===== src/rtl/tff_count_sequencer.sv =====
// rtl/tff_count_sequencer.sv - run/pause/stop sequencer driving a toggle-flop bank as a bounded counter
// Count advances by XOR with the toggle mask T; the terminal check always precedes any toggle.
module tff_count_sequencer #(
   parameter int WIDTH = 4
) (
   input  logic             Clk,
   input  logic             Reset,
   input  logic             Start,
   input  logic             Stop,
   input  logic             Down,
   input  logic [WIDTH-1:0] Limit,
   output logic [WIDTH-1:0] T,
   output logic [WIDTH-1:0] Count,
   output logic             Busy,
   output logic             Done
);

   typedef enum logic [1:0] {
      S_IDLE  = 2'd0,
      S_RUN   = 2'd1,
      S_PAUSE = 2'd2,
      S_DONE  = 2'd3
   } state_e;

   state_e           state_q, state_d;
   logic [WIDTH-1:0] count_q, count_d;
   logic [WIDTH-1:0] lim_q, lim_d;
   logic             dir_q, dir_d;
   logic             busy_q, busy_d;
   logic             done_q, done_d;

   logic [WIDTH-1:0] up_mask;
   logic [WIDTH-1:0] dn_mask;
   logic [WIDTH-1:0] terminal;
   logic             at_term;
   logic             launch;

   // Ripple-AND carry chains: bit i toggles when all lower bits are 1 (up) or 0 (down).
   always_comb begin
      up_mask    = '0;
      dn_mask    = '0;
      up_mask[0] = 1'b1;
      dn_mask[0] = 1'b1;
      for (int i = 1; i < WIDTH; i++) begin
         up_mask[i] = up_mask[i-1] & count_q[i-1];
         dn_mask[i] = dn_mask[i-1] & ~count_q[i-1];
      end
   end

   assign terminal = dir_q ? '0 : lim_q;
   assign at_term  = (count_q == terminal);
   assign launch   = (state_q == S_IDLE) && Start && !Stop;

   always_ff @(posedge Clk or posedge Reset) begin
      if (Reset) begin
         state_q <= S_IDLE;
      end else begin
         state_q <= state_d;
      end
   end

   always_comb begin
      state_d = state_q;
      case (state_q)
         S_IDLE: begin
            if (Start && !Stop) state_d = S_RUN;
         end
         S_RUN: begin
            if (at_term)   state_d = S_DONE;
            else if (Stop) state_d = S_PAUSE;
         end
         S_PAUSE: begin
            if (Stop)       state_d = S_IDLE;
            else if (Start) state_d = S_RUN;
         end
         S_DONE: begin
            state_d = S_IDLE;
         end
         default: begin
            state_d = S_IDLE;
         end
      endcase
   end

   always_comb begin
      T       = '0;
      dir_d   = dir_q;
      lim_d   = lim_q;
      count_d = count_q;
      if (state_q == S_RUN && !at_term && !Stop) begin
         T = dir_q ? dn_mask : up_mask;
      end
      if (launch) begin
         dir_d   = Down;
         lim_d   = Limit;
         count_d = Down ? Limit : '0;
      end else begin
         count_d = count_q ^ T;
      end
      busy_d = (state_d == S_RUN) || (state_d == S_PAUSE);
      done_d = (state_d == S_DONE);
   end

   always_ff @(posedge Clk or posedge Reset) begin
      if (Reset) begin
         count_q <= '0;
         lim_q   <= '0;
         dir_q   <= 1'b0;
         busy_q  <= 1'b0;
         done_q  <= 1'b0;
      end else begin
         count_q <= count_d;
         lim_q   <= lim_d;
         dir_q   <= dir_d;
         busy_q  <= busy_d;
         done_q  <= done_d;
      end
   end

   assign Count = count_q;
   assign Busy  = busy_q;
   assign Done  = done_q;

endmodule


===== config.mk =====
export PLATFORM = sky130hd
export DESIGN_NAME = tff_count_sequencer
export DESIGN_NICKNAME = d
export VERILOG_FILES = /design/src/rtl/tff_count_sequencer.sv
export SDC_FILE = /design/constraint.sdc
export NUM_CORES = 1
export LEC_CHECK = 0
export ABC_AREA = 1
export CORE_MARGIN = 2
export CORE_UTILIZATION = 40
export DETAILED_ROUTE_END_ITERATION = 12
export PLACE_DENSITY = 0.73
export REMOVE_ABC_BUFFERS = 1
export SYNTH_ARGS = -nofsm -noshare
export SYNTH_HDL_FRONTEND = slang
export SYNTH_SLANG_ARGS = --single-unit

===== constraint.sdc =====
create_clock -name Clk -period 1.72 [get_ports Clk]
set_input_delay 0.258 -clock Clk [delete_from_list [all_inputs] [get_ports Clk]]
set_output_delay 0.258 -clock Clk [all_outputs]
set_load 0.05 [all_outputs]

Fig. 1: run 1, gate-type map
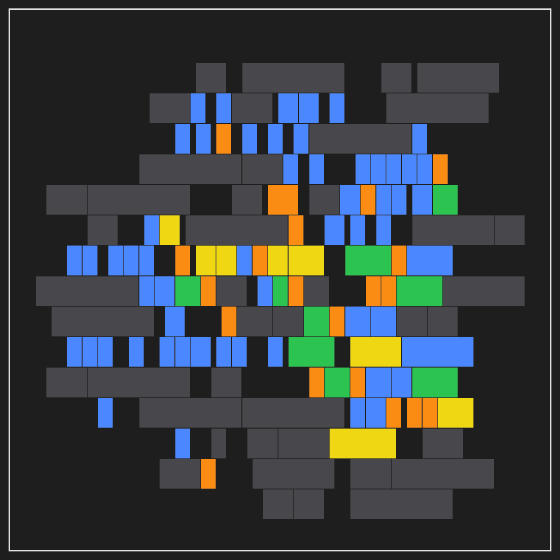
legend:
  NOR gates:
    colour: green
    cells: 9
  inverters:
    colour: orange
    cells: 20
  inverting AOI/OAI gates:
    colour: yellow
    cells: 8
    where: middle
  NAND gates:
    colour: blue
    cells: 56

Fig. 2: run 1, cell sizes after repair
The bar under the picture is 10 um long.
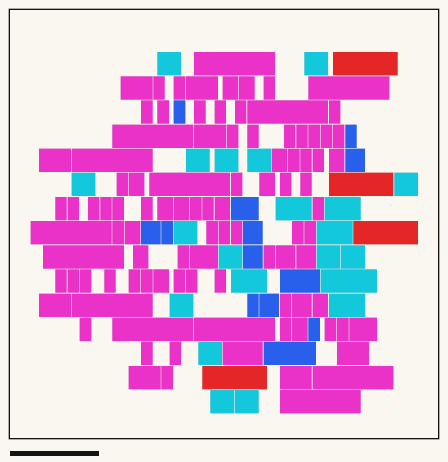
legend:
  drive 6 and up:
    colour: red
    cells: 4
    share: 2.9%
  drive 2:
    colour: blue
    cells: 13
    share: 9.6%
  drive 3 to 4:
    colour: cyan
    cells: 21
    share: 15%
  drive 1 or less:
    colour: magenta
    cells: 98
    share: 72%

==> results_slide.txt, run 1 <==
Flow Results at a Glance

Synth
  – Number of synthesized flops with an enable pin: 0
  – Simple Share, Synth: 0.402
  – YS warnings: 0
  – Leading post-synthesis cells by instance count: 41 x sky130_fd_sc_hd__nand2_1, 15 x sky130_fd_sc_hd__inv_1, 13 x sky130_fd_sc_hd__dfrtp_1
  – Number of instances in the synthesized netlist: 108
  – Prevailing post-synth register cell: sky130_fd_sc_hd__dfrtp_1
  – Number of register bits inferred by synthesis: 13
  – Cell Type Count: 18
  – Cell type contributing the most total cell area after synthesis: sky130_fd_sc_hd__dfrtp_1
  – Seq share, synth: 0.416
  – Count leader, synth: sky130_fd_sc_hd__nand2_1
  – Proportion of netlist area held by the largest area contributor: 0.416
  – Chip area in the Yosys report: 782 um2

Critical path
  – Nature of the critical path endpoint: primary output
  – Delay of the slowest cell on the worst path: 0.43 ns
  – Worst path most repeated cell: sky130_fd_sc_hd__nand2_1
  – Critical path fanouts, max: 5
  – Data arrival time of the critical path: 1.57 ns
  – CP startpoint kind: flop
  – Number of stages on the worst setup path: 9
  – Setup CP Type: reg2out
  – Cell family contributing the most delay on the critical path: simple AND/OR/NAND/NOR gates
  – Crit path buf inv count: 3

Clocking
  – H-tree depth reported by CTS: 1
  – Register clock-pin slew on the reported worst setup and hold paths: 0.08 ns
  – Post-CTS Hold Fix Bufs: 0
  – Number of buffers created by CTS: 3
  – TritonCTS clock tree: done
  – Clock net sink count: 13

Timing
  – Final critical-path setup slack: -0.109 ns
  – Slew @ Worst Pin: 0.492 ns
  – Final total negative setup slack: -0.409 ns
  – Worst max-slew margin expressed relative to the limit: 0.672
  – Fmax: 0.547 GHz
  – Pins over their slew limit: 0
  – Post-layout period usage: 1.06
  – Worst clock skew: 0.00387 ns
  – Final setup violation count: 4

Status
  – Result of the run: finished, violations left
  – Failing checks: negative setup slack

Power
  – Static leakage power: 0.583 nW
  – Sw frac: 0.512
  – Clock share of power: 0.090
  – Overall Power: 2.12 mW
  – Design internal power: 1.03 mW
  – Sequential share of power: 0.274

Cells and area
  – Number of nets in the layout: 147
  – Clock Network Area Fraction: 0.0234
  – Synth-to-Final Area Change: 43.7%
  – Number of filler instances in the final layout: 147
  – Total non-filler cell area in the finished layout: 1120 um2
  – Flop share of the area: 0.290
  – Register area: 325 um2
  – Number of standard cells in the layout, taps in and fillers out: 161
  – Buffers, non-clock: 23
  – Flip-flops: 13
  – Most instantiated logic cells after routing: 41 x sky130_fd_sc_hd__nand2_1, 14 x sky130_fd_sc_hd__inv_1, 13 x sky130_fd_sc_hd__dfrtp_1
  – Clock buffer instance count of the final layout: 4
  – Area taken by multi-input logic gates: 419 um2

Global routing
  – Most Used Layer, Global Route: met2
  – Number of antenna violations at the first check in global routing: 0
  – All-layer global routing usage: 0.186
  – Wire length of the first global-routing pass: 2990 um

Placed design
  – Placer congestion estimate: 0.850
  – Number of cells after detailed placement: 153
  – Number of buffer cells added on primary ports: 18

Drt
  – Average vias per placed instance: 4.76
  – Remaining antenna violation count: 0
  – Violation count after the first detailed-routing iteration: 15
  – Drt total wl: 1850 um
  – DRC violation count after routing: 0
  – Router iterations before antenna repair: 5

Floorplan
  – Initial Util: 0.439
Fig. 3: run 1, clock wires, drivers and flops
The bar under the picture is 10 um long.
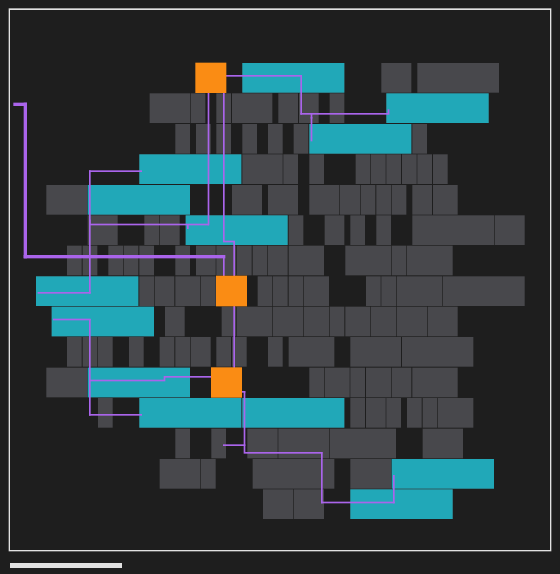
legend:
  cells driving clock nets:
    colour: orange
    count: 3
  clock wires:
    colour: purple
    length: 192 um
  flip-flops:
    colour: cyan
    count: 13
routed clock nets: 4

Fig. 4: run 1, sequential cells coloured by netlist name
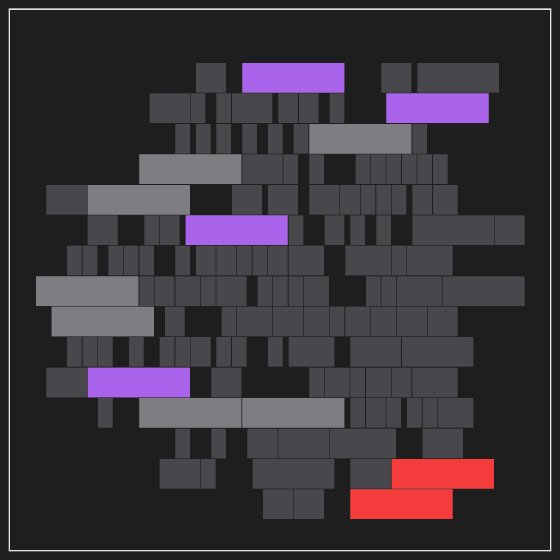

==> run 2: changes to the inputs <==
--- a/config.mk
+++ b/config.mk
@@ -6,6 +6,7 @@
 export NUM_CORES = 1
 export LEC_CHECK = 0
 export ABC_AREA = 1
+export CORE_ASPECT_RATIO = 0.9
 export CORE_MARGIN = 2
 export CORE_UTILIZATION = 40
 export DETAILED_ROUTE_END_ITERATION = 12
Fig. 5: run 2, sequential cells coloured by netlist name
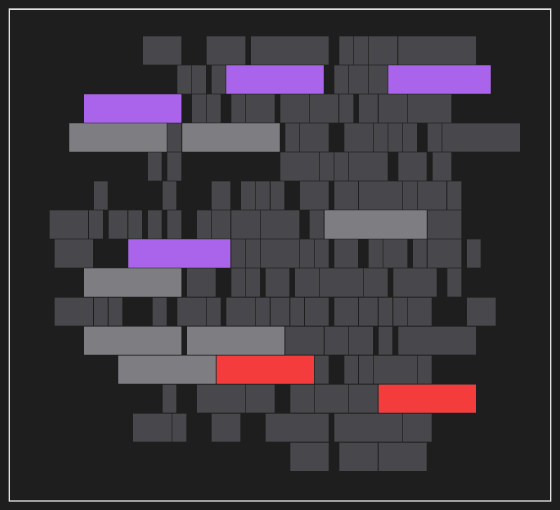
legend:
  Count:
    colour: purple
    placed_flops: 4
  state_q:
    colour: red
    placed_flops: 2

Fig. 6: run 2, gate-type map
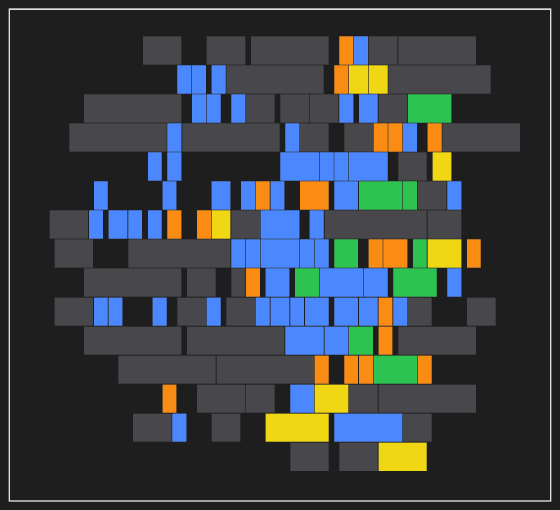
legend:
  inverting AOI/OAI gates:
    colour: yellow
    cells: 8
  inverters:
    colour: orange
    cells: 20
  NOR gates:
    colour: green
    cells: 9
  NAND gates:
    colour: blue
    cells: 56
fraction of standard cell area in multi-input logic: 0.379
number of standard cells in the layout, taps in and fillers out: 165
Top cell excl fill/tap: sky130_fd_sc_hd__nand2_1

==> results_slide.txt, run 2 <==
Flow Results at a Glance

Floorplan
  – Number of core rows: 15
  – Die Width: 50.6 um
  – I/O pin total: 19
  – Initial Util: 0.417
  – Core region area: 1880 um2
  – Die extent in y: 45.9 um

Power
  – Sw frac: 0.517
  – Power in the clock group: 0.196 mW
  – Dominant power group: combinational cells
  – Maximum vdd ir drop: 899 uV
  – Sequential share of power: 0.271
  – Overall Power: 2.34 mW
  – Combinational cell power: 1.51 mW
  – Design internal power: 1.13 mW
  – Static leakage power: 0.606 nW
  – Clock share of power: 0.083
  – Switching power total: 1.21 mW
  – Share of total power in combinational logic: 0.646

Critical path
  – Data arrival time of the critical path: 1.61 ns
  – Timing startpoint of the critical path: dir_q$_DFFE_PP0P_
  – Delay of the slowest cell on the worst path: 0.46 ns
  – Data required time at the worst endpoint: 1.46 ns
  – Number of stages on the worst setup path: 8
  – Logic depth of the worst register-to-register path: 11
  – Cell family contributing the most delay on the critical path: simple AND/OR/NAND/NOR gates
  – Critical path fanouts, max: 6
  – Slowest library cell on the worst path: sky130_fd_sc_hd__dfrtp_2
  – Cell Chain, Critical Path: clkinvlp_4 -> nand3_2 -> nand2_2 -> nor2_2 -> nand2_4 -> nand3_4 -> nor2_4 -> buf_12
  – Crit path buf inv count: 2
  – Terminus of the critical flop-to-flop path: Busy$_DFF_PP0_
  – CP startpoint kind: flop
  – Setup CP Type: reg2out
  – Worst r2r src: dir_q$_DFFE_PP0P_
  – Worst Setup EP: T[1]
  – Nature of the critical path endpoint: primary output

Placed design
  – Worst slack, placed: 0.0727 ns
  – Number of buffer cells added on primary ports: 18
  – Placer congestion estimate: 0.882
  – Number of cells after detailed placement: 152

Timing
  – Final critical-path setup slack: -0.144 ns
  – Slew @ Worst Pin: 0.521 ns
  – Fmax: 0.536 GHz
  – Post-layout period usage: 1.08
  – Setup repair after global routing missed its margin: yes
  – Final total negative setup slack: -0.688 ns
  – Worst max-slew margin expressed relative to the limit: 0.652
  – Worst clock skew: 0.00918 ns
  – Final setup violation count: 5
  – Pins over their slew limit: 0

Synth
  – Yosys xor share: 0.0112
  – Number of register bits inferred by synthesis: 13
  – Number of standard cells reported by yosys: 108
  – Chip area in the Yosys report: 782 um2
  – Mux cell area share after synthesis: 0
  – Simple Share, Synth: 0.402
  – Most area-consuming cells after synthesis: sky130_fd_sc_hd__dfrtp_1 42%, sky130_fd_sc_hd__nand2_1 20%, sky130_fd_sc_hd__inv_1 7.2%
  – Leading post-synthesis cells by instance count: 41 x sky130_fd_sc_hd__nand2_1, 15 x sky130_fd_sc_hd__inv_1, 13 x sky130_fd_sc_hd__dfrtp_1
  – Number of instances in the synthesized netlist: 108
  – Number of synthesized flops with an enable pin: 0
  – Seq share, synth: 0.416
  – Proportion of netlist area held by the largest area contributor: 0.416
  – Count leader, synth: sky130_fd_sc_hd__nand2_1
  – Prevailing post-synth register cell: sky130_fd_sc_hd__dfrtp_1
  – YS warnings: 0
  – Cell type contributing the most total cell area after synthesis: sky130_fd_sc_hd__dfrtp_1
  – Largest combinational cell category by area: simple AND/OR/NAND/NOR gates
  – Cell Type Count: 18

Cells and area
  – Area taken by multi-input logic gates: 452 um2
  – Non-clock buffering overhead in the final layout: 0.229
  – Buffers, non-clock: 27
  – Number of filler instances in the final layout: 157
  – Clock Network Area Fraction: 0.0220
  – Synth-to-Final Area Change: 52.5%
  – Register area: 329 um2
  – Most instantiated logic cells after routing: 37 x sky130_fd_sc_hd__nand2_1, 15 x sky130_fd_sc_hd__buf_4, 13 x sky130_fd_sc_hd__inv_1
  – Flip-flops: 13
  – Combinational gates: 76
  – Flop share of the area: 0.276
  – Number of diodes: 0
  – Largest class: multi-input combinational cells
  – Util after Layout: 0.635
  – Total non-filler cell area in the finished layout: 1190 um2
  – Number of nets in the layout: 151

Clocking
  – TritonCTS clock tree: done
  – CTS-repair resized insts: 13
  – Post-CTS Hold Fix Bufs: 0
  – Clock tree root buffer cell: sky130_fd_sc_hd__clkbuf_4
  – H-tree depth reported by CTS: 1
  – Clock net sink count: 13
  – Post-CTS Setup Bufs: 7
  – Maximum buffer depth of the clock tree: 2
  – Register clock-pin slew on the reported worst setup and hold paths: 0.09 ns

Drt
  – Router iterations before antenna repair: 4
  – Average vias per placed instance: 5.00
  – Remaining antenna violation count: 0
  – Sum of met3 wire segment lengths after detailed routing: 129 um
  – DRC violation count after routing: 0
  – Drt total wl: 2170 um
  – Met2 wire len: 1020 um
  – Violation count after the first detailed-routing iteration: 31
  – Routed length on met1: 970 um
  – DR top layer: met4

Status
  – Failing checks: negative setup slack
  – Result of the run: finished, violations left

Global routing
  – Pin count of the biggest net entering global routing: 14
  – Number of antenna violations at the first check in global routing: 0
  – Most Used Layer, Global Route: met2
  – GRT met2 Usage: 0.303
  – All-layer global routing usage: 0.188
  – Met1 layer usage reported by global route: 0.240
  – Wire length of the first global-routing pass: 3090 um
  – GRT overflow: 0

Flow run
  – Tally of OpenROAD warnings: 27

Hold path
  – Min-Delay Path Class: in2async
Fig. 7: run 2, the clock network
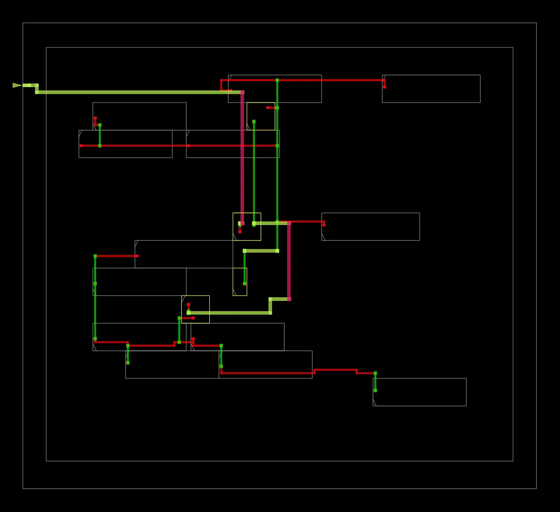
clock buffer instance count of the final layout: 4
number of buffers created by CTS: 3

==> run 3: changes to the inputs <==
--- a/config.mk
+++ b/config.mk
@@ -12,6 +12,7 @@
 export DETAILED_ROUTE_END_ITERATION = 12
 export PLACE_DENSITY = 0.73
 export REMOVE_ABC_BUFFERS = 1
+export SETUP_SLACK_MARGIN = 0.1
 export SYNTH_ARGS = -nofsm -noshare
 export SYNTH_HDL_FRONTEND = slang
 export SYNTH_SLANG_ARGS = --single-unit
Fig. 8: run 3, sequential cells coloured by netlist name
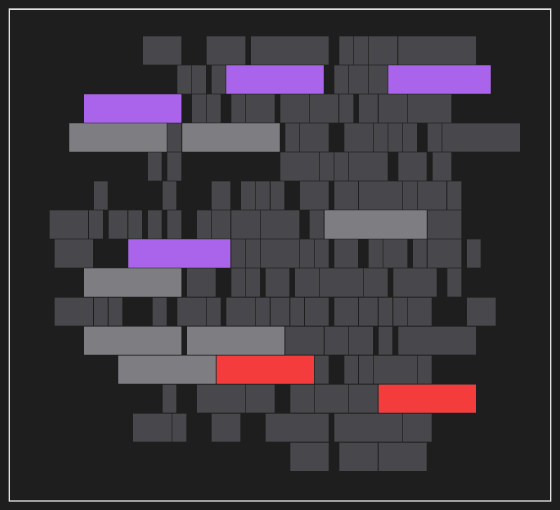
legend:
  state_q:
    colour: red
    placed_flops: 2
  Count:
    colour: purple
    placed_flops: 4
not coloured: 7

Fig. 9: run 3, cell sizes after repair
The bar under the picture is 20 um long.
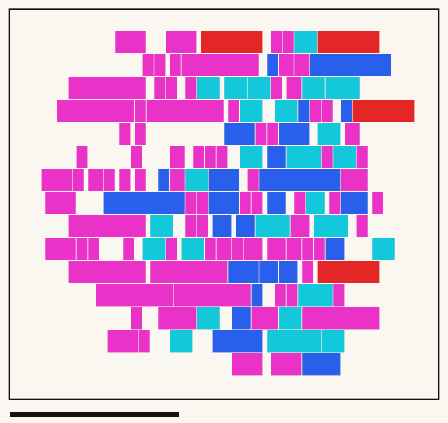
legend:
  drive 1 or less:
    colour: magenta
    cells: 86
    share: 61%
  drive 3 to 4:
    colour: cyan
    cells: 26
    share: 19%
  drive 2:
    colour: blue
    cells: 24
    share: 17%
  drive 6 and up:
    colour: red
    cells: 4
    share: 2.9%

==> results_slide.txt, run 3 <==
Flow Results at a Glance

Power
  – Sw frac: 0.517
  – Share of total power in combinational logic: 0.646
  – Sequential power: 0.634 mW
  – Switching power total: 1.21 mW
  – Combinational cell power: 1.51 mW
  – Static leakage power: 0.606 nW
  – Sequential share of power: 0.271
  – Dominant power group: combinational cells
  – Maximum vdd ir drop: 899 uV

Cells and area
  – Largest class: multi-input combinational cells
  – Number of filler instances in the final layout: 157
  – Clock buffer instance count of the final layout: 4
  – Register area: 329 um2
  – Top cell excl fill/tap: sky130_fd_sc_hd__nand2_1
  – Fraction of standard cell area in multi-input logic: 0.379
  – Util after Layout: 0.635
  – Total non-filler cell area in the finished layout: 1190 um2
  – Number of nets in the layout: 151
  – Clock Network Area Fraction: 0.0220
  – Non-clock buffering overhead in the final layout: 0.229
  – Flop share of the area: 0.276
  – Number of standard cells in the layout, taps in and fillers out: 165
  – Share of cells above drive strength 1: 0.386
  – Combinational gates: 76
  – Synth-to-Final Area Change: 52.5%
  – Most instantiated logic cells after routing: 37 x sky130_fd_sc_hd__nand2_1, 15 x sky130_fd_sc_hd__buf_4, 13 x sky130_fd_sc_hd__inv_1
  – Flip-flops: 13
  – Area taken by multi-input logic gates: 452 um2
  – Buffers, non-clock: 27
  – Number of diodes: 0

Timing
  – Worst max-slew margin expressed relative to the limit: 0.652
  – Fmax: 0.536 GHz
  – Slew @ Worst Pin: 0.521 ns
  – Setup repair after global routing missed its margin: yes
  – Final setup violation count: 5
  – Final total negative setup slack: -0.688 ns
  – Post-layout period usage: 1.08
  – Final critical-path setup slack: -0.144 ns

Synth
  – Number of standard cells reported by yosys: 108
  – Count leader, synth: sky130_fd_sc_hd__nand2_1
  – Prevailing post-synth register cell: sky130_fd_sc_hd__dfrtp_1
  – Seq share, synth: 0.416
  – Largest combinational cell category by area: simple AND/OR/NAND/NOR gates
  – Mux cell area share after synthesis: 0
  – Simple Share, Synth: 0.402
  – Chip area in the Yosys report: 782 um2
  – Proportion of netlist area held by the largest area contributor: 0.416
  – Number of register bits inferred by synthesis: 13
  – Leading post-synthesis cells by instance count: 41 x sky130_fd_sc_hd__nand2_1, 15 x sky130_fd_sc_hd__inv_1, 13 x sky130_fd_sc_hd__dfrtp_1
  – Most area-consuming cells after synthesis: sky130_fd_sc_hd__dfrtp_1 42%, sky130_fd_sc_hd__nand2_1 20%, sky130_fd_sc_hd__inv_1 7.2%
  – Yosys xor share: 0.0112
  – Cell Type Count: 18
  – Cell type contributing the most total cell area after synthesis: sky130_fd_sc_hd__dfrtp_1
  – Number of synthesized flops with an enable pin: 0
  – Number of instances in the synthesized netlist: 108
  – YS warnings: 0

Global routing
  – All-layer global routing usage: 0.188
  – Pin count of the biggest net entering global routing: 14
  – Wire length of the first global-routing pass: 3090 um
  – GRT met2 Usage: 0.303
  – Met1 layer usage reported by global route: 0.240
  – Number of antenna violations at the first check in global routing: 0
  – GRT overflow: 0

Floorplan
  – Die extent in y: 45.9 um
  – Initial Util: 0.417
  – I/O pin total: 19
  – Number of core rows: 15
  – Die Outline Area: 2330 um2
  – Core region area: 1880 um2

Critical path
  – Worst r2r src: dir_q$_DFFE_PP0P_
  – CP startpoint kind: flop
  – Critical path fanouts, max: 6
  – Crit path buf inv count: 2
  – Cell Chain, Critical Path: clkinvlp_4 -> nand3_2 -> nand2_2 -> nor2_2 -> nand2_4 -> nand3_4 -> nor2_4 -> buf_12
  – Terminus of the critical flop-to-flop path: Busy$_DFF_PP0_
  – Delay of the slowest cell on the worst path: 0.46 ns
  – Setup CP Type: reg2out
  – Data required time at the worst endpoint: 1.46 ns
  – Slowest library cell on the worst path: sky130_fd_sc_hd__dfrtp_2
  – Number of stages on the worst setup path: 8
  – Worst Setup EP: T[1]
  – Logic depth of the worst register-to-register path: 11

Hold path
  – Min-Delay Path Class: in2async

Status
  – Failing checks: negative setup slack
  – Result of the run: finished, violations left

Placed design
  – Number of buffer cells added on primary ports: 18
  – Number of cells after detailed placement: 152
  – Placer congestion estimate: 0.882

Clocking
  – Post-CTS Setup Bufs: 7
  – Maximum buffer depth of the clock tree: 2
  – Register clock-pin slew on the reported worst setup and hold paths: 0.09 ns
  – CTS-repair resized insts: 13
  – Number of buffers created by CTS: 3
  – H-tree depth reported by CTS: 1
  – Clock tree root buffer cell: sky130_fd_sc_hd__clkbuf_4
  – TritonCTS clock tree: done
  – Post-CTS Hold Fix Bufs: 0
  – Clock net sink count: 13

Drt
  – Router iterations before antenna repair: 4
  – Remaining antenna violation count: 0
  – Drt total wl: 2170 um
  – Violation count after the first detailed-routing iteration: 31
  – Sum of met3 wire segment lengths after detailed routing: 129 um
  – DRC violation count after routing: 0
  – Average vias per placed instance: 5.00
  – Routed length on met1: 970 um

Flow run
  – Tally of OpenROAD warnings: 27
Fig. 10: run 3, clock wires, drivers and flops
The bar under the picture is 20 um long.
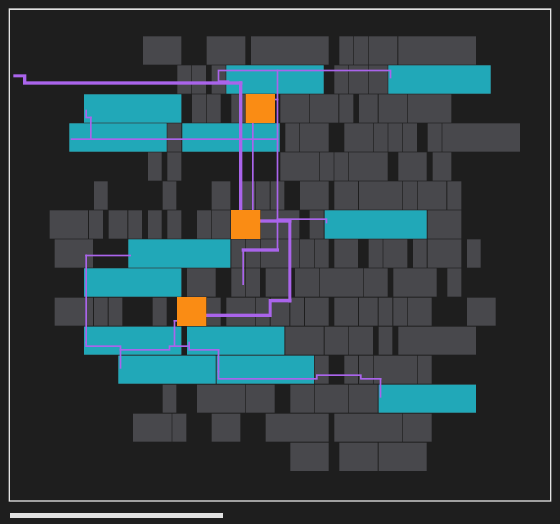
legend:
  flip-flops:
    colour: cyan
    count: 13
  clock wires:
    colour: purple
    length: 192 um
  cells driving clock nets:
    colour: orange
    count: 3
routed clock nets: 4
power in the clock group: 0.196 mW
clock share of power: 0.083
insertion delay to the later sink of the worst-skew pair: 0.28 ns
worst clock skew: 0.00918 ns

Power and IR drop assume default switching activity.
